`src/rtl/sp_mem_arbiter_pkg.sv`:
```
// sp_mem_arbiter_pkg: shared widths, engine codes and owner encoding for the memory arbiter
package sp_mem_arbiter_pkg;
  localparam int D_WIDTH = 8;
  localparam int A_WIDTH = 13;
  localparam int SIZE_ROW = 64;
  localparam int MAX = SIZE_ROW * SIZE_ROW - 1;
  typedef enum logic [1:0] {P_START = 2'd0, P_RIGHT = 2'd1, P_DOWN = 2'd2} p_code_t;
  localparam logic [1:0] IDLE = 2'd0;
  localparam logic [1:0] OWN0 = 2'd1;
  localparam logic [1:0] OWN1 = 2'd2;
endpackage

```
`src/rtl/sp_mem_arbiter_if.sv`:
```
// sp_mem_arbiter_if: requester handshakes plus RAM port of one arbitrated memory
interface sp_mem_arbiter_if;
  import sp_mem_arbiter_pkg::*;
  logic req0, lock0, rw0, gnt0, rvalid0;
  logic req1, lock1, rw1, gnt1, rvalid1;
  logic [A_WIDTH-1:0] addr0, addr1, mem_addr;
  logic [D_WIDTH-1:0] wdata0, wdata1, rdata, mem_out, mem_in;
  logic mem_en, mem_rw;
  modport master (
    output req0, lock0, rw0, addr0, wdata0, req1, lock1, rw1, addr1, wdata1, mem_in,
    input gnt0, rvalid0, gnt1, rvalid1, rdata, mem_en, mem_rw, mem_addr, mem_out
  );
  modport slave (
    input req0, lock0, rw0, addr0, wdata0, req1, lock1, rw1, addr1, wdata1, mem_in,
    output gnt0, rvalid0, gnt1, rvalid1, rdata, mem_en, mem_rw, mem_addr, mem_out
  );
endinterface

```
`src/rtl/sp_mem_arbiter_pick.sv`:
```
// sp_mem_arbiter_pick: combinational two-way winner selection with lock ownership and burst cap
module sp_mem_arbiter_pick import sp_mem_arbiter_pkg::*; #(
  parameter int MAX_BURST = 4,
  parameter int BW = 3
) (
  input  logic          req0,
  input  logic          req1,
  input  logic [1:0]    owner,
  input  logic          last,
  input  logic [BW-1:0] burst_cnt,
  output logic          any,
  output logic          win
);
  logic own0, own1;
  assign own0 = owner == OWN0 && req0 && (burst_cnt < BW'(MAX_BURST) || !req1);
  assign own1 = owner == OWN1 && req1 && (burst_cnt < BW'(MAX_BURST) || !req0);
  assign any = req0 | req1;
  assign win = own0 ? 1'b0 : own1 ? 1'b1 : (req0 && req1) ? !last : req1;
endmodule

```
`src/rtl/sp_mem_arbiter.sv`:
```
// sp_mem_arbiter: shares one single-port 1-cycle RAM between two requesters with lock and fairness
module sp_mem_arbiter import sp_mem_arbiter_pkg::*; #(
  parameter int MAX_BURST = 4
) (
  input logic Clk,
  input logic Rst,
  sp_mem_arbiter_if.slave bus
);
  localparam int BW = $clog2(MAX_BURST + 1);
  logic [1:0] owner;
  logic last, any, win, lock_w, cont;
  logic [BW-1:0] burst_cnt;
  sp_mem_arbiter_pick #(.MAX_BURST(MAX_BURST), .BW(BW)) u_pick (
    .req0(bus.req0), .req1(bus.req1), .owner(owner), .last(last),
    .burst_cnt(burst_cnt), .any(any), .win(win)
  );
  assign lock_w = win ? bus.lock1 : bus.lock0;
  assign cont = owner == (win ? OWN1 : OWN0);
  assign bus.rdata = bus.mem_in;
  // issue the winning access to the RAM, track ownership/burst, and pipe read-valid one cycle
  always_ff @(posedge Clk or negedge Rst)
    if (!Rst) begin
      bus.gnt0 <= 1'b0;
      bus.gnt1 <= 1'b0;
      bus.rvalid0 <= 1'b0;
      bus.rvalid1 <= 1'b0;
      bus.mem_en <= 1'b0;
      bus.mem_rw <= 1'b0;
      bus.mem_addr <= '0;
      bus.mem_out <= '0;
      owner <= IDLE;
      last <= 1'b1;
      burst_cnt <= '0;
    end else begin
      bus.gnt0 <= any & !win;
      bus.gnt1 <= any & win;
      bus.rvalid0 <= bus.gnt0 & !bus.mem_rw;
      bus.rvalid1 <= bus.gnt1 & !bus.mem_rw;
      bus.mem_en <= any;
      bus.mem_rw <= any & (win ? bus.rw1 : bus.rw0);
      bus.mem_addr <= win ? bus.addr1 : bus.addr0;
      bus.mem_out <= win ? bus.wdata1 : bus.wdata0;
      if (any) last <= win;
      owner <= (any & lock_w) ? (win ? OWN1 : OWN0) : IDLE;
      burst_cnt <= !(any & lock_w) ? '0 : !cont ? BW'(1) :
                   burst_cnt == BW'(MAX_BURST) ? burst_cnt : burst_cnt + 1'b1;
    end
  a_one_gnt: assert property (@(posedge Clk) disable iff (!Rst) !(bus.gnt0 && bus.gnt1));
endmodule

```
`src/flat_wrapper.sv`:
```
// flat-port wrapper written by rule: the top's interface ports become plain ports
module sp_mem_arbiter_flat import sp_mem_arbiter_pkg::*;
#(
  parameter int MAX_BURST = 4
)
  (Clk, Rst, bus_req0, bus_lock0, bus_rw0, bus_addr0, bus_wdata0, bus_req1, bus_lock1, bus_rw1, bus_addr1, bus_wdata1, bus_mem_in, bus_gnt0, bus_rvalid0, bus_gnt1, bus_rvalid1, bus_rdata, bus_mem_en, bus_mem_rw, bus_mem_addr, bus_mem_out);
  sp_mem_arbiter_if bus_i ();
  input logic Clk;
  input logic Rst;
  input wire logic [$bits(bus_i.req0)-1:0] bus_req0;
  input wire logic [$bits(bus_i.lock0)-1:0] bus_lock0;
  input wire logic [$bits(bus_i.rw0)-1:0] bus_rw0;
  input wire logic [$bits(bus_i.addr0)-1:0] bus_addr0;
  input wire logic [$bits(bus_i.wdata0)-1:0] bus_wdata0;
  input wire logic [$bits(bus_i.req1)-1:0] bus_req1;
  input wire logic [$bits(bus_i.lock1)-1:0] bus_lock1;
  input wire logic [$bits(bus_i.rw1)-1:0] bus_rw1;
  input wire logic [$bits(bus_i.addr1)-1:0] bus_addr1;
  input wire logic [$bits(bus_i.wdata1)-1:0] bus_wdata1;
  input wire logic [$bits(bus_i.mem_in)-1:0] bus_mem_in;
  output wire logic [$bits(bus_i.gnt0)-1:0] bus_gnt0;
  output wire logic [$bits(bus_i.rvalid0)-1:0] bus_rvalid0;
  output wire logic [$bits(bus_i.gnt1)-1:0] bus_gnt1;
  output wire logic [$bits(bus_i.rvalid1)-1:0] bus_rvalid1;
  output wire logic [$bits(bus_i.rdata)-1:0] bus_rdata;
  output wire logic [$bits(bus_i.mem_en)-1:0] bus_mem_en;
  output wire logic [$bits(bus_i.mem_rw)-1:0] bus_mem_rw;
  output wire logic [$bits(bus_i.mem_addr)-1:0] bus_mem_addr;
  output wire logic [$bits(bus_i.mem_out)-1:0] bus_mem_out;
  assign bus_i.req0 = bus_req0;
  assign bus_i.lock0 = bus_lock0;
  assign bus_i.rw0 = bus_rw0;
  assign bus_i.addr0 = bus_addr0;
  assign bus_i.wdata0 = bus_wdata0;
  assign bus_i.req1 = bus_req1;
  assign bus_i.lock1 = bus_lock1;
  assign bus_i.rw1 = bus_rw1;
  assign bus_i.addr1 = bus_addr1;
  assign bus_i.wdata1 = bus_wdata1;
  assign bus_i.mem_in = bus_mem_in;
  assign bus_gnt0 = bus_i.gnt0;
  assign bus_rvalid0 = bus_i.rvalid0;
  assign bus_gnt1 = bus_i.gnt1;
  assign bus_rvalid1 = bus_i.rvalid1;
  assign bus_rdata = bus_i.rdata;
  assign bus_mem_en = bus_i.mem_en;
  assign bus_mem_rw = bus_i.mem_rw;
  assign bus_mem_addr = bus_i.mem_addr;
  assign bus_mem_out = bus_i.mem_out;
  sp_mem_arbiter #(.MAX_BURST(MAX_BURST)) u_core (.Clk(Clk), .Rst(Rst), .bus(bus_i));
endmodule
```
`config.mk`:
```
export PLATFORM = sky130hd
export DESIGN_NAME = sp_mem_arbiter_flat
export DESIGN_NICKNAME = d
export VERILOG_FILES = /design/src/rtl/sp_mem_arbiter_pkg.sv /design/src/rtl/sp_mem_arbiter_if.sv /design/src/rtl/sp_mem_arbiter_pick.sv /design/src/rtl/sp_mem_arbiter.sv /design/src/flat_wrapper.sv
export SDC_FILE = /design/constraint.sdc
export NUM_CORES = 1
export LEC_CHECK = 0
export CELL_PAD_IN_SITES_DETAIL_PLACEMENT = 0
export CELL_PAD_IN_SITES_GLOBAL_PLACEMENT = 1
export CORE_MARGIN = 1.5
export CORE_UTILIZATION = 27
export CTS_BUF_LIST = sky130_fd_sc_hd__clkbuf_4
export DETAILED_ROUTE_END_ITERATION = 12
export PLACE_DENSITY = 0.77
export SYNTH_ARGS = -nofsm -noshare
export SYNTH_HDL_FRONTEND = slang
export SYNTH_HIERARCHICAL = 1
export SYNTH_SLANG_ARGS = --single-unit
```
`constraint.sdc`:
```
create_clock -name Clk -period 1.76 [get_ports Clk]
set_input_delay 0.352 -clock Clk [delete_from_list [all_inputs] [get_ports Clk]]
set_output_delay 0.352 -clock Clk [all_outputs]
set_load 0.01 [all_outputs]
```
run_1/final_clocks.png
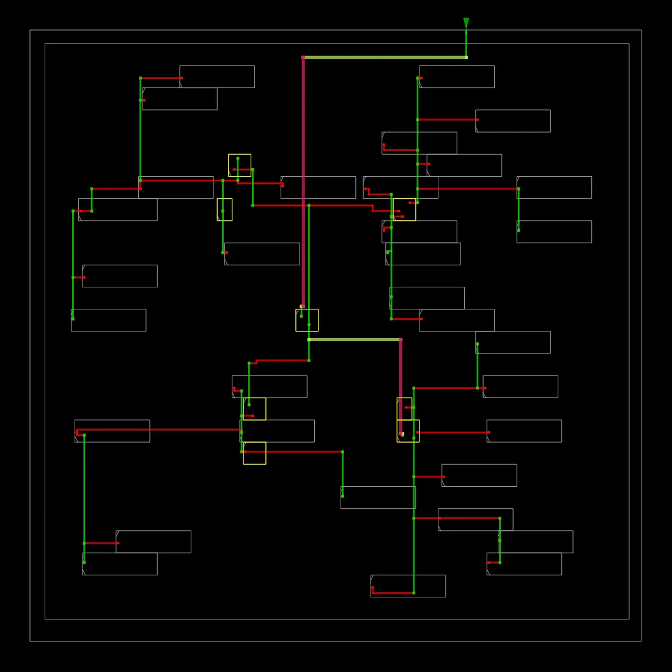
Num CTS Buffers: 5
worst clock skew: 5.26 ps
seq_cells: 33
clk ins delay skew pair: 320 ps
clock buffer count: 5

run_1/metal_stack.png
Bar = 20 um.
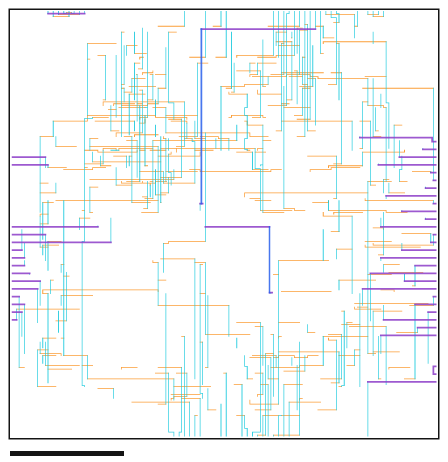
| layer | color | wire length |
|---|---|---|
| met4 | blue | 42.2 um |
| met3 | purple | 266 um |
| met1 | orange | 1,180 um |
| met2 | cyan | 1,710 um |

==> flow_metrics.env, run 1 <==
# physical design summary
export IMPL_total_power_mw=1.69
export IMPL_syn_inst=102
export IMPL_dp_cells=241
export IMPL_outcome="finished clean"
export IMPL_cpPeakStageDelay_ps=550
export IMPL_grt_pass1_vias=1121
export IMPL_synth_cell_types=26
export IMPL_final_area_um2=2260
export IMPL_r2r_end="u_core/burst_cnt[2]$_DFFE_PN0P_"
export IMPL_cts_tree="yes"
export IMPL_comb_power_share_pct=25.4
export IMPL_utilization_pct=44.6
export IMPL_setup_viol=0
export IMPL_cp_endpoint="u_core/burst_cnt[2]$_DFFE_PN0P_"
export IMPL_internal_power_mw=1.26
export IMPL_yosys_cells=102
export IMPL_p_leak_nw=0.944
export IMPL_largest_reg_flops=13
export IMPL_die_h_um=75.1
export IMPL_yosysWarnings=6
export IMPL_pg_comb_mw=0.429
export IMPL_post_drt_wl_per_cell_um=12.9
export IMPL_n_all_inverters=3
export IMPL_tap_cells=70
export IMPL_io_pins=93
export IMPL_routed_wl_um=3200
export IMPL_drive_above_1_share_pct=21.2
export IMPL_gp_congestion=0.757
export IMPL_seq_cell_share_pct=36.5
export IMPL_rows=26
export IMPL_min_period_ps=1650
export IMPL_cts_root_buf="clkbuf_4"
export IMPL_lay_top_count="clkdlybuf4s50_1"
export IMPL_synthArstFlopShare_pct=100
export IMPL_buffer_area_share_pct=35.5
export IMPL_clk_pin_slew_worst_paths_ps=100
export IMPL_syn_area_per_cell_um2=13.8
export IMPL_sh_comb_area_pct=21.2
export IMPL_cp_arrival_ps=1860
export IMPL_comb_cells=55
export IMPL_finalNonFillerCells=249
export IMPL_placed_area_um2=2200
export IMPL_rsz0062_at_grt="no"
export IMPL_mux_area_share_pct=19.2
export IMPL_hold_viol_final=0
export IMPL_ir_drop_mv=0.284
export IMPL_top_layer="met4"
export IMPL_tns_ps=0
export IMPL_drc_errors=0
export IMPL_signal_buffers=80
export IMPL_cp_max_fo=5
export IMPL_ys_area_um2=1400
export IMPL_grt_overflow=0
export IMPL_area_leaders="dfrtp_1 57%, mux2_2 18%, buf_4 4.3%"
export IMPL_floorplan_core_util_pct=27.7
export IMPL_postCtsSetupBuffers=0
export IMPL_cp_num_cells=5
export IMPL_top_cell="dfrtp_1"
export IMPL_top_cells_by_count="32 x dfrtp_1, 22 x mux2_2, 8 x buf_4, 6 x nand2_1, 5 x nor2b_1"
export IMPL_numSynthFlops=33
export IMPL_ys_sh_adder_pct=1.78
export IMPL_die_area_um2=5640
export IMPL_first_pass_iters=4
export IMPL_num_vias=1054
run_1/registers.png
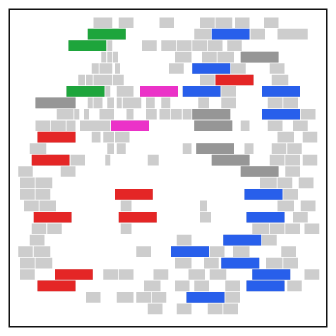
| name in the netlist | color | placed flops |
|---|---|---|
| u_core/bus.mem_out | red | 8 |
| u_core/burst_cnt | green | 3 |
| u_core/owner | magenta | 2 |
| u_core/bus.mem_addr | blue | 13 |
not colored: 7

run_1/clock_map.png
Bar = 20 um.
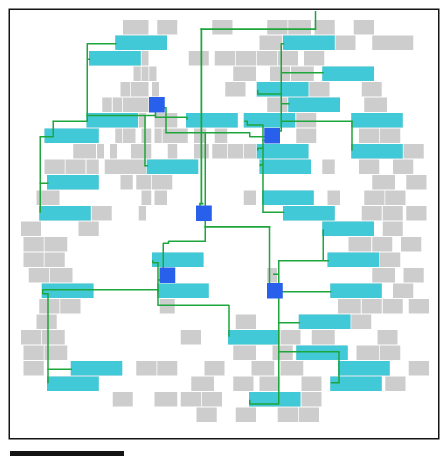
[clock wires] green | length: 430 um
[cells driving clock nets] blue | count: 5
[flip-flops] cyan | count: 33
routed clock nets: 6
flops lie: all over the die

==> inputs of run 2 (changes only) <==
--- a/config.mk
+++ b/config.mk
@@ -10,8 +10,10 @@
 export CORE_MARGIN = 1.5
 export CORE_UTILIZATION = 27
 export CTS_BUF_LIST = sky130_fd_sc_hd__clkbuf_4
+export CTS_CLUSTER_SIZE = 30
 export DETAILED_ROUTE_END_ITERATION = 12
 export PLACE_DENSITY = 0.77
+export SKIP_LAST_GASP = 1
 export SYNTH_ARGS = -nofsm -noshare
 export SYNTH_HDL_FRONTEND = slang
 export SYNTH_HIERARCHICAL = 1
run_2/clock_map.png
Bar = 20 um.
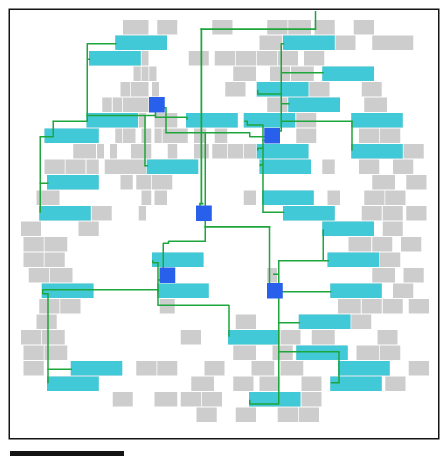
[clock wires] green | length: 430 um
[cells driving clock nets] blue | count: 5
[flip-flops] cyan | count: 33
routed clock nets: 6
flops lie: all over the die

run_2/metal_stack.png
Bar = 20 um.
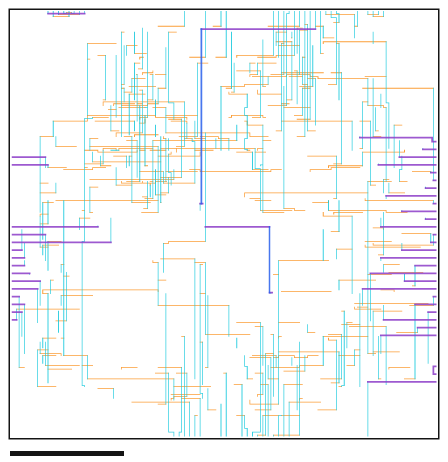
| layer | color | wire length |
|---|---|---|
| met3 | purple | 266 um |
| met4 | blue | 42.2 um |
| met2 | cyan | 1,710 um |
| met1 | orange | 1,180 um |

==> run 2 against run 1 <==
Sequential cell count is the same. Worst hold slack did not move. Sequential power barely moved. Highest routed layer unchanged. Wire length unchanged. First-iteration DRC count stayed put. Cell count did not move.
==> flow_metrics.env, run 2 <==
# physical design summary
export IMPL_outcome="finished clean"
export IMPL_floorplan_core_util_pct=27.7
export IMPL_cts_resized=0
export IMPL_edf_count=0
export IMPL_pg_comb_mw=0.429
export IMPL_warnings=27
export IMPL_r2r_start="u_core/last$_DFFE_PN1P_"
export IMPL_finalNonFillerCells=249
export IMPL_cts_root_buf="clkbuf_4"
export IMPL_numCtsBuffers=5
export IMPL_crit_path_start_kind="register"
export IMPL_netlist_area_leader_share_pct=57.0
export IMPL_io_pins=93
export IMPL_buffer_area_share_pct=35.5
export IMPL_drv_slew=0
export IMPL_power_leader="sequential cells"
export IMPL_first_pass_iters=4
export IMPL_cp_arrival_ps=1860
export IMPL_synthArstFlopShare_pct=100
export IMPL_comb_power_share_pct=25.4
export IMPL_cp_num_cells=5
export IMPL_total_power_mw=1.69
export IMPL_fin_skew_ps=5.26
export IMPL_hold_viol_final=0
export IMPL_numSynthFlops=33
export IMPL_max_freq_mhz=605
export IMPL_final_area_um2=2260
export IMPL_internal_power_mw=1.26
export IMPL_setup_viol=0
export IMPL_p_leak_nw=0.944
export IMPL_tap_cells=70
export IMPL_post_drt_wl_per_cell_um=12.9
export IMPL_syn_area_um2=1400
export IMPL_routed_wl_um=3200
export IMPL_largest_reg_flops=13
export IMPL_yosysWarnings=6
export IMPL_utilization_pct=44.6
export IMPL_drt_iter0_markers=31
export IMPL_clk_latency_ps=320
export IMPL_n_all_inverters=3
export IMPL_max_clock_path_buffers=2
export IMPL_cp_endpoint="u_core/burst_cnt[2]$_DFFE_PN0P_"
export IMPL_drive_above_1_share_pct=21.2
export IMPL_rrSetupSlack_ps=110
export IMPL_sh_comb_area_pct=21.2
export IMPL_top_area_cell_class="flip-flops and latches"
export IMPL_die_area_um2=5640
export IMPL_yosys_cells=102
export IMPL_cp_num_buf_inv=0
export IMPL_signal_buffers=80
export IMPL_syn_area_per_cell_um2=13.8
export IMPL_top_layer="met4"
export IMPL_die_h_um=75.1
export IMPL_ys_area_um2=1400
export IMPL_nClkBuffers=5
export IMPL_grt_pass1_vias=1121
export IMPL_postCtsSetupBuffers=0
export IMPL_rsz0062_at_grt="no"
export IMPL_seq_cell_share_pct=36.5
export IMPL_syn_inst=102
export IMPL_dp_hpwl_um=2470
export IMPL_drc_errors=0
export IMPL_flops=33
export IMPL_cp_slowest_cell="dfstp_2"
export IMPL_tns_ps=0
export IMPL_synth_top_flop_cell="dfrtp_1"
export IMPL_rows=26
export IMPL_clk_pin_slew_worst_paths_ps=100
export IMPL_ir_drop_mv=0.284
export IMPL_cts_tree="yes"
export IMPL_hold_worst_slack_ps=374
export IMPL_placed_area_um2=2200
export IMPL_drv_cap=0
export IMPL_grt_usage_pct=12.2
export IMPL_grt_overflow=0
export IMPL_gp_congestion=0.757
export IMPL_ys_sh_adder_pct=1.78
export IMPL_cpLargestDelayFamily="AND-OR/OR-AND gates"
export IMPL_port_buffers=76
export IMPL_setup_worst_path_start="u_core/last$_DFFE_PN1P_"
export IMPL_area_leaders="dfrtp_1 57%, mux2_2 18%, buf_4 4.3%"
export IMPL_comb_cells=55
export IMPL_area_growth_pct=61.3
export IMPL_r2r_end="u_core/burst_cnt[2]$_DFFE_PN0P_"
export IMPL_fp_dieW_um=75.1
export IMPL_synth_cell_types=26
export IMPL_use_met1_pct=12.0
export IMPL_cp_max_fo=5
export IMPL_lay_top_count="clkdlybuf4s50_1"
export IMPL_mux_area_share_pct=19.2
export IMPL_worstPathCellList="o21ba_1, o221a_4, and4b_1, o21ai_0, nor3_1"
export IMPL_logic_area_um2=480
export IMPL_top_cells_by_count="32 x dfrtp_1, 22 x mux2_2, 8 x buf_4, 6 x nand2_1, 5 x nor2b_1"
export IMPL_num_vias=1054
export IMPL_cpPeakStageDelay_ps=550
export IMPL_top_cell="dfrtp_1"
export IMPL_min_period_ps=1650
export IMPL_dp_cells=241
run_2/final_clocks.png
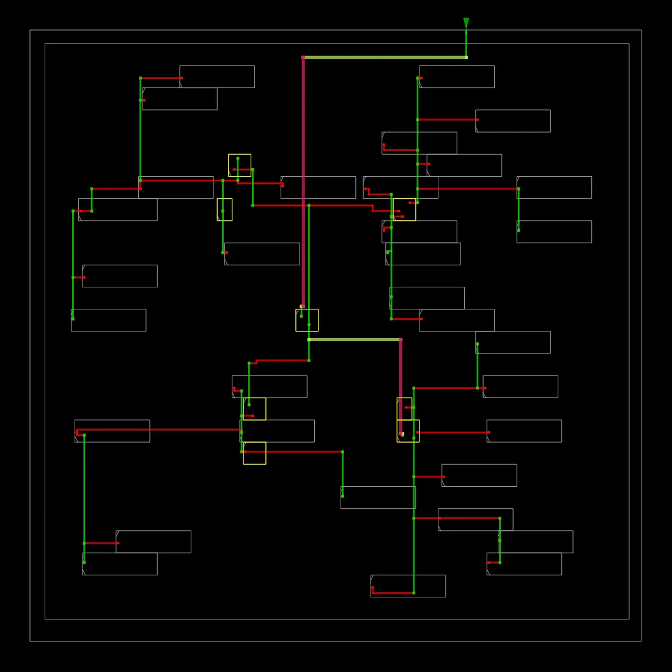
clk sinks: 33
power in the clock group: 0.407 mW

run_2/pins.png
Pins as bars across the die edge, other pins in gray.
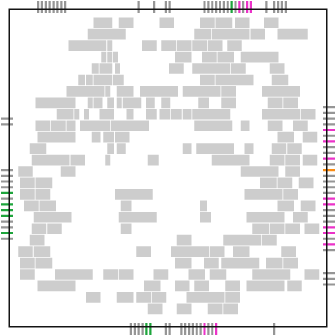

==> inputs of run 3 (changes only) <==
--- a/config.mk
+++ b/config.mk
@@ -12,7 +12,7 @@
 export CTS_BUF_LIST = sky130_fd_sc_hd__clkbuf_4
 export CTS_CLUSTER_SIZE = 30
 export DETAILED_ROUTE_END_ITERATION = 12
-export PLACE_DENSITY = 0.77
+export PLACE_DENSITY_LB_ADDON = 0.1
 export SKIP_LAST_GASP = 1
 export SYNTH_ARGS = -nofsm -noshare
 export SYNTH_HDL_FRONTEND = slang
run_3/pins.png
Pins as bars across the die edge, other pins in gray.
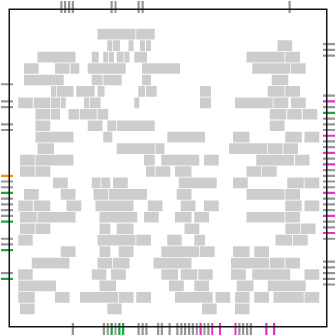
| port | color | pins | direction | edge |
|---|---|---|---|---|
| bus_mem_addr | magenta | 13 | output | 7 east, 6 south |
| bus_wdata1 | green | 8 | input | 4 west, 3 south, 1 east |
| bus_mem_en | orange | 1 | output | west |
all pins by edge: 34 east, 31 south, 19 west, 9 north

run_3/final_clocks.png
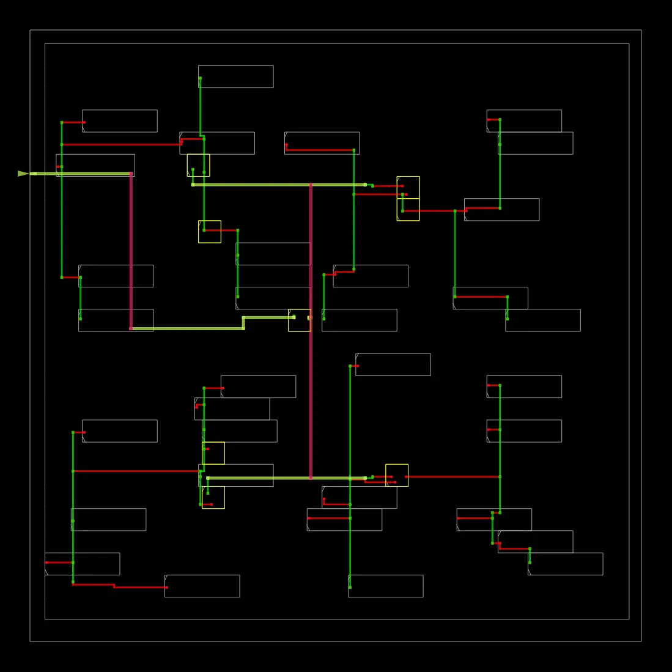
power in the clock group: 0.449 mW
worst clock skew: 4.24 ps
clock buffer count: 8
clk ins delay skew pair: 330 ps

run_3/clock_map.png
Bar = 20 um.
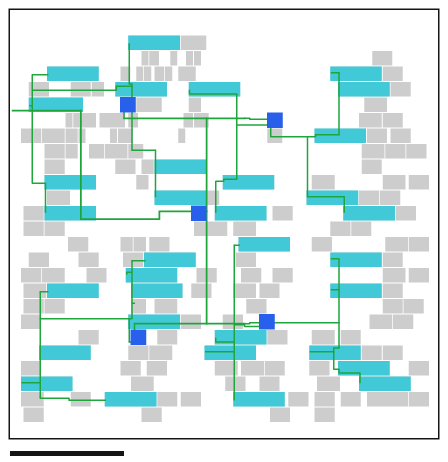
[clock wires] green | length: 466 um
[flip-flops] cyan | count: 33
[cells driving clock nets] blue | count: 5
flops lie: all over the die
routed clock nets: 6

==> run 3 against run 2 <==
Global-route usage rose by 0.74 points. Power grew 2.1%. Critical path type unchanged. Combinational power fell by 1%. Fmax increased by 2.3%. Via count is 1.2% lower. First-iteration DRC count shrank 61%.
==> flow_metrics.env, run 3 <==
# physical design summary
export IMPL_outcome="finished clean"
export IMPL_cp_max_fo=15
export IMPL_min_period_ps=1620
export IMPL_top_cell="dfrtp_1"
export IMPL_total_power_mw=1.73
export IMPL_dp_cells=240
export IMPL_hold_viol_final=0
export IMPL_syn_inst=102
export IMPL_synth_seq_share_pct=58.9
export IMPL_finalCritPeriodShare_pct=91.8
export IMPL_floorplan_core_util_pct=27.7
export IMPL_cts_root_buf="clkbuf_4"
export IMPL_cpLargestDelayFamily="flip-flops"
export IMPL_gp_congestion=0.793
export IMPL_viasPerCell=4.20
export IMPL_top_cells_by_count="32 x dfrtp_1, 22 x mux2_2, 8 x buf_4, 6 x nand2_1, 5 x nor2b_1"
export IMPL_clock_sinks=33
export IMPL_flop_area_um2=827
export IMPL_power_leader="sequential cells"
export IMPL_r2r_end="u_core/bus.mem_addr[7]$_DFF_PN0_"
export IMPL_switching_share_pct=23.9
export IMPL_wl_met1_um=1170
export IMPL_cts_hold_buf=0
export IMPL_grt_max_degree=34
export IMPL_yosysWarnings=6
export IMPL_logic_area_um2=472
export IMPL_cp_slowest_cell="dfrtp_1"
export IMPL_synth_cell_types=26
export IMPL_numCtsBuffers=5
export IMPL_edf_count=0
export IMPL_num_antenna_cells=0
export IMPL_r2r_start="u_core/owner[1]$_DFF_PN0_"
export IMPL_seq_cell_share_pct=36.7
export IMPL_max_clock_path_buffers=2
export IMPL_tns_ps=0
export IMPL_lay_top_count="clkdlybuf4s50_1"
export IMPL_netlist_area_leader_share_pct=57.0
export IMPL_synthesis_nets=162
export IMPL_rows=26
export IMPL_grt_pass1_vias=1094
export IMPL_first_pass_iters=4
export IMPL_pg_comb_mw=0.423
export IMPL_drt_iter0_markers=12
export IMPL_tap_cells=70
export IMPL_top_area_cell="dfrtp_1"
export IMPL_warnings=27
export IMPL_end_kind="register"
export IMPL_final_area_um2=2250
export IMPL_setup_worst_path_start="u_core/owner[1]$_DFF_PN0_"
export IMPL_compound_area_share_pct=3.57
export IMPL_post_drt_wl_per_cell_um=13.3
export IMPL_num_vias=1041
export IMPL_seqPwrFrac_pct=49.5
export IMPL_grt_usage_pct=12.9
export IMPL_rsz0062_at_grt="no"
export IMPL_internal_power_mw=1.31
export IMPL_hold_worst_slack_ps=382
export IMPL_worstPathRequired_ps=1980
export IMPL_io_pins=93
export IMPL_clockPowerShare_pct=26.0
export IMPL_core_area_um2=5070
export IMPL_syn_area_per_cell_um2=13.8
export IMPL_area_growth_pct=60.5
export IMPL_sh_comb_area_pct=20.9
export IMPL_wl_met3_um=325
export IMPL_dp_hpwl_um=2520
export IMPL_rrSetupSlack_ps=140
export IMPL_syn_area_um2=1400
export IMPL_dr_wl_met2_um=1750
export IMPL_worstSetupPathType="register to register"
export IMPL_drc_errors=0
export IMPL_cp_arrival_ps=1840
export IMPL_routed_wl_um=3310
export IMPL_mux_area_share_pct=19.2
export IMPL_n_all_inverters=3
export IMPL_drv_slew=0
export IMPL_postCtsSetupBuffers=0
export IMPL_top_layer="met4"
export IMPL_busiest_layer="met2"
export IMPL_top_area_cell_class="flip-flops and latches"
export IMPL_pg_seq_mw=0.853
export IMPL_cp_endpoint="u_core/bus.mem_addr[7]$_DFF_PN0_"
export IMPL_ys_sh_adder_pct=1.78
export IMPL_cts_resized=0
export IMPL_max_freq_mhz=619
export IMPL_p_leak_nw=0.942
export IMPL_buffer_area_share_pct=35.3
export IMPL_yosys_cells=102
export IMPL_drive_above_1_share_pct=20.2
export IMPL_signal_buffers=79
export IMPL_die_h_um=75.1
export IMPL_worstPathCellList="nor2b_1, o221a_1, buf_4, mux2_2"
export IMPL_layout_setup_ws_ps=144
export IMPL_ys_area_um2=1400
export IMPL_ir_drop_mv=0.390
export IMPL_comb_power_share_pct=24.5
export IMPL_fp_dieW_um=75.1
export IMPL_met2_usage_pct=24.7
export IMPL_cp_num_buf_inv=1
export IMPL_numSynthFlops=33
export IMPL_cts_tree="yes"
export IMPL_grt_overflow=0
export IMPL_reg2reg_depth=4
export IMPL_antenna_found_initial=0
export IMPL_setup_viol=0
export IMPL_utilization_pct=44.4
export IMPL_synth_logic_top_family="multiplexers"
export IMPL_clk_pin_slew_worst_paths_ps=100
export IMPL_cpPeakStageDelay_ps=430
export IMPL_flops=33
export IMPL_synthArstFlopShare_pct=100
export IMPL_largest_register="u_core/bus.mem_addr"
export IMPL_finalNonFillerCells=248
export IMPL_p_per_area_nw_per_um2=766
export IMPL_port_buffers=76
export IMPL_placed_area_um2=2190
export IMPL_cp_num_cells=4
export IMPL_largest_reg_flops=13
export IMPL_crit_path_start_kind="register"
export IMPL_drv_cap=0
export IMPL_synth_top_flop_cell="dfrtp_1"
export IMPL_comb_cells=55
export IMPL_grt_pass1_wl_um=5060
export IMPL_die_area_um2=5640
export IMPL_area_leaders="dfrtp_1 57%, mux2_2 18%, buf_4 4.3%"
export IMPL_final_layout_top_logic_cells="76 x clkdlybuf4s50_1, 32 x dfrtp_1, 22 x mux2_2, 8 x clkbuf_4, 6 x nand2_1"
export IMPL_use_met1_pct=11.6
Power is estimated from default activity; no workload was simulated.
